Run 1, the metal 1 layer:
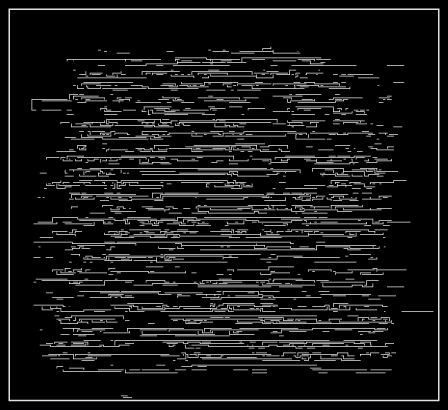
Run 1, the metal 2 layer:
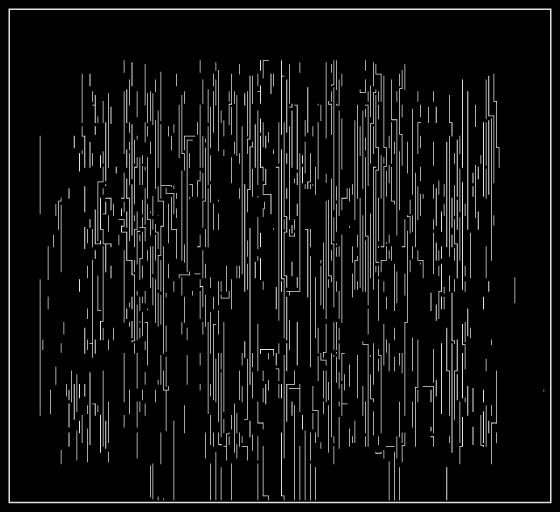
Run 1, metal 3:
The bar under the picture is 20 µm long. Cells faint in the background.
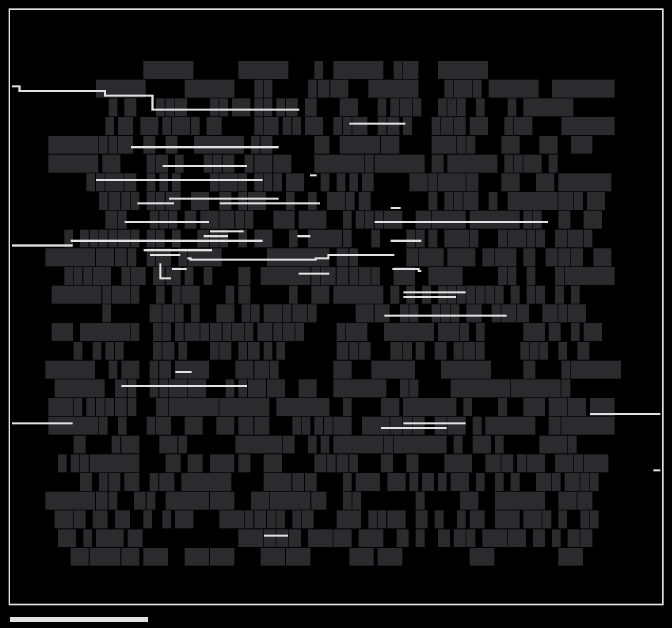
Run 1, sequential cells coloured by netlist name:
The bar under the picture is 20 µm long. Other sequential cells in the stronger grey, the rest of the logic in the fainter grey.
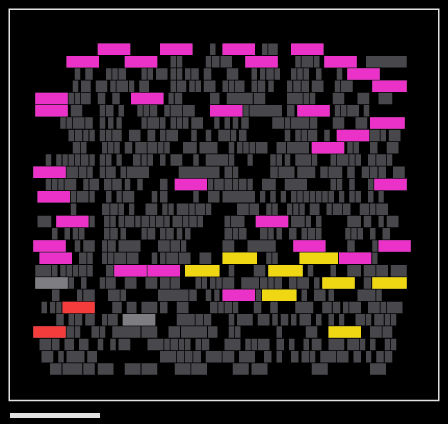
==> config.mk <==
export PLATFORM = sky130hd
export DESIGN_NAME = bcd_countdown
export DESIGN_NICKNAME = d
export VERILOG_FILES = /design/src/rtl/bcd_countdown.sv
export SDC_FILE = /design/constraint.sdc
export NUM_CORES = 1
export LEC_CHECK = 0
export ABC_AREA = 1
export CORE_ASPECT_RATIO = 0.9
export CORE_MARGIN = 5
export CORE_UTILIZATION = 45
export CTS_CLUSTER_DIAMETER = 50
export CTS_CLUSTER_SIZE = 12
export DETAILED_ROUTE_END_ITERATION = 8
export GPL_ROUTABILITY_DRIVEN = 1
export PLACE_DENSITY_LB_ADDON = 0.1
export SLEW_MARGIN = 40
export SYNTH_ARGS = -nofsm -noshare
export SYNTH_HDL_FRONTEND = slang
export SYNTH_SLANG_ARGS = --single-unit
==> constraint.sdc <==
create_clock -name clk_i -period 1.9 [get_ports clk_i]
set_clock_uncertainty 0.1 [all_clocks]
set_input_delay 0.38 -clock clk_i [delete_from_list [all_inputs] [get_ports clk_i]]
set_output_delay 0.38 -clock clk_i [all_outputs]
set_load 0.01 [all_outputs]
==> src/rtl/bcd_countdown.sv <==
// Multi-digit BCD down-counter with preset load, start/pause, prescaled tick and terminal detect.
// Optional COUNTDOWN_AUTORELOAD_EN: reload the last preset after one full period at zero.
module bcd_countdown #(
   parameter int unsigned DIGITS = 2,
   parameter int unsigned DIV    = 100000000
) (
   input  logic                  clk_i,
   input  logic                  rst_i,
   input  logic                  load_i,
   input  logic [4*DIGITS-1:0]   preset_i,
   input  logic                  start_i,
   input  logic                  pause_i,
   output logic [4*DIGITS-1:0]   cnt,
   output logic                  busy_o,
   output logic                  done_o,
   output logic                  err_o
);

   localparam int unsigned W = 4 * DIGITS;
   localparam logic [31:0] DivLast = 32'(DIV - 1);

   typedef enum logic [1:0] {Idle, Run, Pause, Done} state_t;

   state_t        state;
   logic [31:0]   presc;
`ifdef COUNTDOWN_AUTORELOAD_EN
   logic [W-1:0]  shadow;
`endif

   function automatic logic preset_ok(input logic [W-1:0] v);
      logic ok;
      ok = 1'b1;
      for (int unsigned d = 0; d < DIGITS; d++) begin
         if (v[4*d +: 4] > 4'd9) ok = 1'b0;
      end
      return ok;
   endfunction

   // Borrow ripples through every digit in a single cycle.
   function automatic logic [W-1:0] bcd_dec(input logic [W-1:0] v);
      logic [W-1:0] res;
      logic         borrow;
      res    = v;
      borrow = 1'b1;
      for (int unsigned d = 0; d < DIGITS; d++) begin
         if (borrow) begin
            if (v[4*d +: 4] == 4'd0) begin
               res[4*d +: 4] = 4'd9;
            end else begin
               res[4*d +: 4] = v[4*d +: 4] - 4'd1;
               borrow        = 1'b0;
            end
         end
      end
      return res;
   endfunction

   logic          tick;
   logic          preset_valid;
   logic [W-1:0]  cnt_dec;

   assign tick         = (presc == DivLast);
   assign preset_valid = preset_ok(preset_i);
   assign cnt_dec      = bcd_dec(cnt);
   assign busy_o       = (state == Run);

   always_ff @(posedge clk_i) begin
      done_o <= 1'b0;
      err_o  <= 1'b0;
      if (rst_i) begin
         state  <= Idle;
         cnt    <= '0;
         presc  <= '0;
`ifdef COUNTDOWN_AUTORELOAD_EN
         shadow <= '0;
`endif
      end else if (load_i && state != Run) begin
         if (preset_valid) begin
            cnt    <= preset_i;
`ifdef COUNTDOWN_AUTORELOAD_EN
            shadow <= preset_i;
`endif
            presc  <= '0;
            state  <= Idle;
         end else begin
            err_o <= 1'b1;
         end
      end else begin
         unique case (state)
            Idle: begin
               if (start_i && cnt != '0) begin
                  state <= Run;
                  presc <= '0;
               end
            end
            Pause: begin
               if (start_i) state <= Run;
            end
            Run: begin
               if (pause_i) begin
                  state <= Pause;
               end else if (tick) begin
                  presc <= '0;
`ifdef COUNTDOWN_AUTORELOAD_EN
                  // Zero is held for one full period before the preset comes back.
                  if (cnt == '0) begin
                     cnt <= shadow;
                  end else begin
                     cnt <= cnt_dec;
                     if (cnt_dec == '0) begin
                        done_o <= 1'b1;
                        if (shadow == '0) state <= Done;
                     end
                  end
`else
                  cnt <= cnt_dec;
                  if (cnt_dec == '0) begin
                     done_o <= 1'b1;
                     state  <= Done;
                  end
`endif
               end else begin
                  presc <= presc + 32'd1;
               end
            end
            Done: begin
               state <= Done;
            end
            default: begin
               state <= Idle;
            end
         endcase
      end
   end

endmodule

==> summary.txt, run 1 <==
Implementation results.

The final-layout fill cell count is approximately 600. The area share of fa/ha/maj cells after synthesis is less than 1%. In the synthesized netlist, the dominant kind of combinational cell is simple AND/OR/NAND/NOR gates. The net switching power is 1210 µW. By area the synthesized netlist is led by dfxtp_1 (30%), nand2_1 (17%), nor2_1 (14%), nand3_1 (7.2%), inv_1 (6.3%). The initial antenna violation count is 0. The multi-input combinational gate total is roughly 390. The amount of wire on met3 after detailed routing is 384 µm. After layout, the inverter instance count without clock inverters stands at about 52. The run finished with clean final reports. The most numerous cell type found on the critical path is nand2_1. The detailed router finished its first iteration with about 280 violations. The number of tap cells added at floorplan is around 87. The die is between 90 and 100 µm wide. The relative contribution of sequential cells to total power is 33.8%. 0 antenna diodes ended up in the layout.

The overall track demand over capacity in global routing is between 20% and 30%. The startpoint of the most critical register-to-register path is cnt[5]. Per the post-synthesis report, the nets total 508. Per the placement log, port buffering inserted 23 buffers.

In this run the worst hold path is classified as reg -> reg. For the worst min-delay path, the startpoint reported by OpenROAD is presc[11]. The storage element area is 893 µm². The number of synthesized flops with an enable pin is 0. The synthesis run shows multiplexers occupying 0% of the cell area. The die height is around 86 µm.

Of the total power, combinational logic draws between 40% and 50%.
-- 'the metal 1 layer' (at the start) --
longest straight run = 47.4 µm
wire length on this layer = 4510 µm
main direction = horizontal
vias after detailed routing: 3372
routed wire length: 8820 µm

-- 'the metal 2 layer' (at the start) --
share of all routed wire = 44%
main direction = vertical

-- 'metal 3' (at the start) --
longest straight run = 27.6 µm
nets with wire on the layer = 31
met3 global-route usage: 3.04%

-- 'sequential cells coloured by netlist name' (at the start) --
presc -> magenta  # sequential cells 32
state -> red  # sequential cells 2
cnt -> yellow  # sequential cells 8
not coloured = 2

run 1: synth_stat cells, types with 2 or more instances:
cell type and count:
buf_2 3, nor3b_1 2, a21oi_1 28, nand2_1 133
and2_1 2, inv_1 49, nor4_1 2, nor2_2 3
or2_0 2, nand3_1 42, clkbuf_1 3, xor2_1 4
a21o_1 2, buf_6 2, nor3_1 10, nand4_1 11
nand2_2 2, dfxtp_1 44, a21oi_4 2, nor2_1 112
o21bai_1 5, o21ai_0 19
run 1: metrics by stage:
step | utilization, % | instances
4_1_cts | 61.7 | 670
3_5_place_dp | 60.2 | 663
3_3_place_gp | 60.2 | 663
6_report | 64.8 | 673
2_1_floorplan | - | 494
5_1_grt | 64.8 | 673
run 1: flip-flops by register name, indices dropped and copies added (netlist names):
name and count:
presc 32, cnt 8, state 2, done_o 1, err_o 1
run 1: power by group through the flow:
stage          clock network (µW)  logic (µW)  registers (µW)
2_1_floorplan                   0         726            1080
3_3_place_gp                    0        1360            1050
3_5_place_dp                    0        1370            1060
4_1_cts                       583        1380            1030
5_1_grt                       619        1620            1060
6_report                      566        1500            1060
run 1: cell usage in the layout, fill, tap and decap left out, types with 3 or more instances in the layout:
cell             Yosys  routed
a21oi_1             28      25
a21oi_2              0       3
buf_4                1      67
clkbuf_8             0       5
clkdlybuf4s50_1      0      21
dfxtp_1             44      36
dfxtp_2              0       7
inv_1               49      48
nand2_1            133     123
nand2_2              2      11
nand3_1             42      39
nand4_1             11      11
nor2_1             112     100
nor2_2               3      11
nor2_4               1       5
nor3_1              10       8
o21ai_0             19      17
o21ai_1              1       3
o21bai_1             5       5
xor2_1               4       4
run 1: layer usage:
metal / GRT usage (%) / up-vias
li1: - / 1763
met4: 3.15 / 0
met1: 32.7 / 1534
met2: 33.4 / 66
met3: 3.04 / 9
met5: 0 / -
==> run 2, diff against run 1 <==
--- a/config.mk
+++ b/config.mk
@@ -13,7 +13,7 @@
 export CTS_CLUSTER_SIZE = 12
 export DETAILED_ROUTE_END_ITERATION = 8
 export GPL_ROUTABILITY_DRIVEN = 1
-export PLACE_DENSITY_LB_ADDON = 0.1
+export PLACE_DENSITY_LB_ADDON = 0.25
 export SLEW_MARGIN = 40
 export SYNTH_ARGS = -nofsm -noshare
 export SYNTH_HDL_FRONTEND = slang
Run 2, track usage over the die:
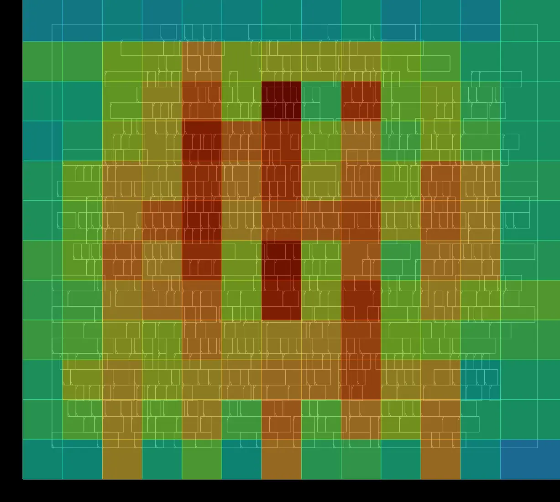
global-route total usage across every layer: 21.9%
final core utilization: 66.6%
average wire per standard cell: 13.0 µm

==> run 2 against run 1 <==
Against the previous run: utilization grew 1.8 points; cell area grew 2.8%; setup slack got worse by 0.0049 ns; area after synthesis unchanged; synthesized cell count unchanged; sequential power about the same; power up 5.6%; flip-flop count unchanged; critical path depth fell by 1.
==> summary.txt, run 2 <==
Implementation results.

The horizontal die dimension reported for this design is 94.7 µm. The largest register by flop count is presc. In the routed design, unresolved DRC markers number 0. The number of placed instances, taps included, is 671. Setup repair after global routing could not meet its margin everywhere. In the final layout, the registers with the most flip-flops are presc: 32 flops, cnt: 8 flops, state: 2 flops. The final-layout fill cell count is between 500 and 600.

Counting only logic cells after layout, the most numerous master is nand2_1. Registers take 887 µm². The die height is 86.2 µm. The leftover overflow at the end of global routing is 0. Leaving out filler cells and counting taps, the final layout contains 683. Before CTS, the worst setup slack after placement is -0.253 ns. In the layout the commonest cells are nand2_1 (125), nor2_1 (93), buf_4 (75).

Once iteration 0 of detailed routing completed, the report listed 234 DRC markers. Per the layout area report, the combinational gate area comes to 1930 µm². Relative to the synthesized area, the layout overhead comes to 41.8%. The routed design uses between 500 and 600 µm of met3 wire. The worst min-delay path category is reg -> reg. The hold-fix buffer count after cts is 0. Detailed routing inserted a total of between 3000 and 4000 vias.

The initial antenna violation count is 0. For reference, the top cells by count after synthesis are nand2_1 (133), nor2_1 (112), inv_1 (49). Yosys mapped a number of flops with a built-in enable equal to 0. The net count after synthesis is between 500 and 600. The register with the most flip-flops in the layout has 32 of them. The antenna diode count is 0.

The wire length recorded after detailed routing is 8870 µm. The placeable core region is 6180 µm². OpenROAD emitted warnings numbering 28. The most frequent cell after synthesis is nand2_1. By area the synthesized netlist is led by dfxtp_1 (30%), nand2_1 (17%), nor2_1 (14%), nand3_1 (7.2%), inv_1 (6.3%).

The flow ran to the end, and the final reports show no timing, DRC or antenna violations. The CTS root buffer is clkbuf_8. In this run the tool buffered the top-level ports with 23 buffer cells.

Summed over all failing endpoints, the final setup total negative slack is 0 ns.
[run 2: cell counts after synthesis]
No cell type changed its count.
[run 2: final cells by class]
class,instances,share of cell area [%]
inverters,52,4.86
clock inverters,1,0.729
multi-input cells,389,46.8
repair buffers,103,21.1
clock buffers,7,2.34
well taps,87,2.64
flip-flops and latches,44,21.5
[run 2: metal layers]
layer / GRT usage (%) / up-vias
met2: 34.8 / 104
met3: 3.99 / 13
li1: - / 1779
met5: 0 / -
met1: 30.6 / 1630
met4: 5.24 / 0
[run 2: power breakdown]
group          internal, µW  switching, µW
Sequential              991           53.4
Clock                   464            343
Combinational           633            814
Total                  2090           1210
[run 2: critical path, stage by stage (launching register included)]
cell and delay, ns:
dfxtp_1 0.34, nor2_1 0.21, nand3_1 0.11, nor2_1 0.14
nand2_1 0.12, nor2_4 0.10, nand2_2 0.07, buf_6 0.12
a21boi_4 0.19, buf_6 0.14, nand2_4 0.04, a21oi_2 0.11
[run 2: worst paths after layout]
path / start / end / slack, ns / depth (start not counted)
worst max-delay path: presc[31] / cnt[4] / 0.04 / 11
worst min-delay path: presc[7] / presc[7] / 0.40 / 2
worst max register to register: presc[31] / cnt[4] / 0.04 / 11
worst min register to register: presc[7] / presc[7] / 0.40 / 2
[run 2: kinds of logic after synthesis]
kind of cell               count (synthesis)  synth area share (%)
buffers and inverters                     61                  8.74
adders and majority gates                  1                 0.431
and+or+nand+nor                          324                  47.2
xor gates and xnor gates                   4                  1.21
AOI/OAI and AO/OA                         60                  12.1
DFF                                       44                  30.3
[run 2: what timing repair did]
item	in CTS	in global routing
pin swaps	5	15
buffers inserted	2	2
setup endpoints to repair	28	38
resized	14	45
Power figures rest on the tool's default switching activity, not on a simulated workload.
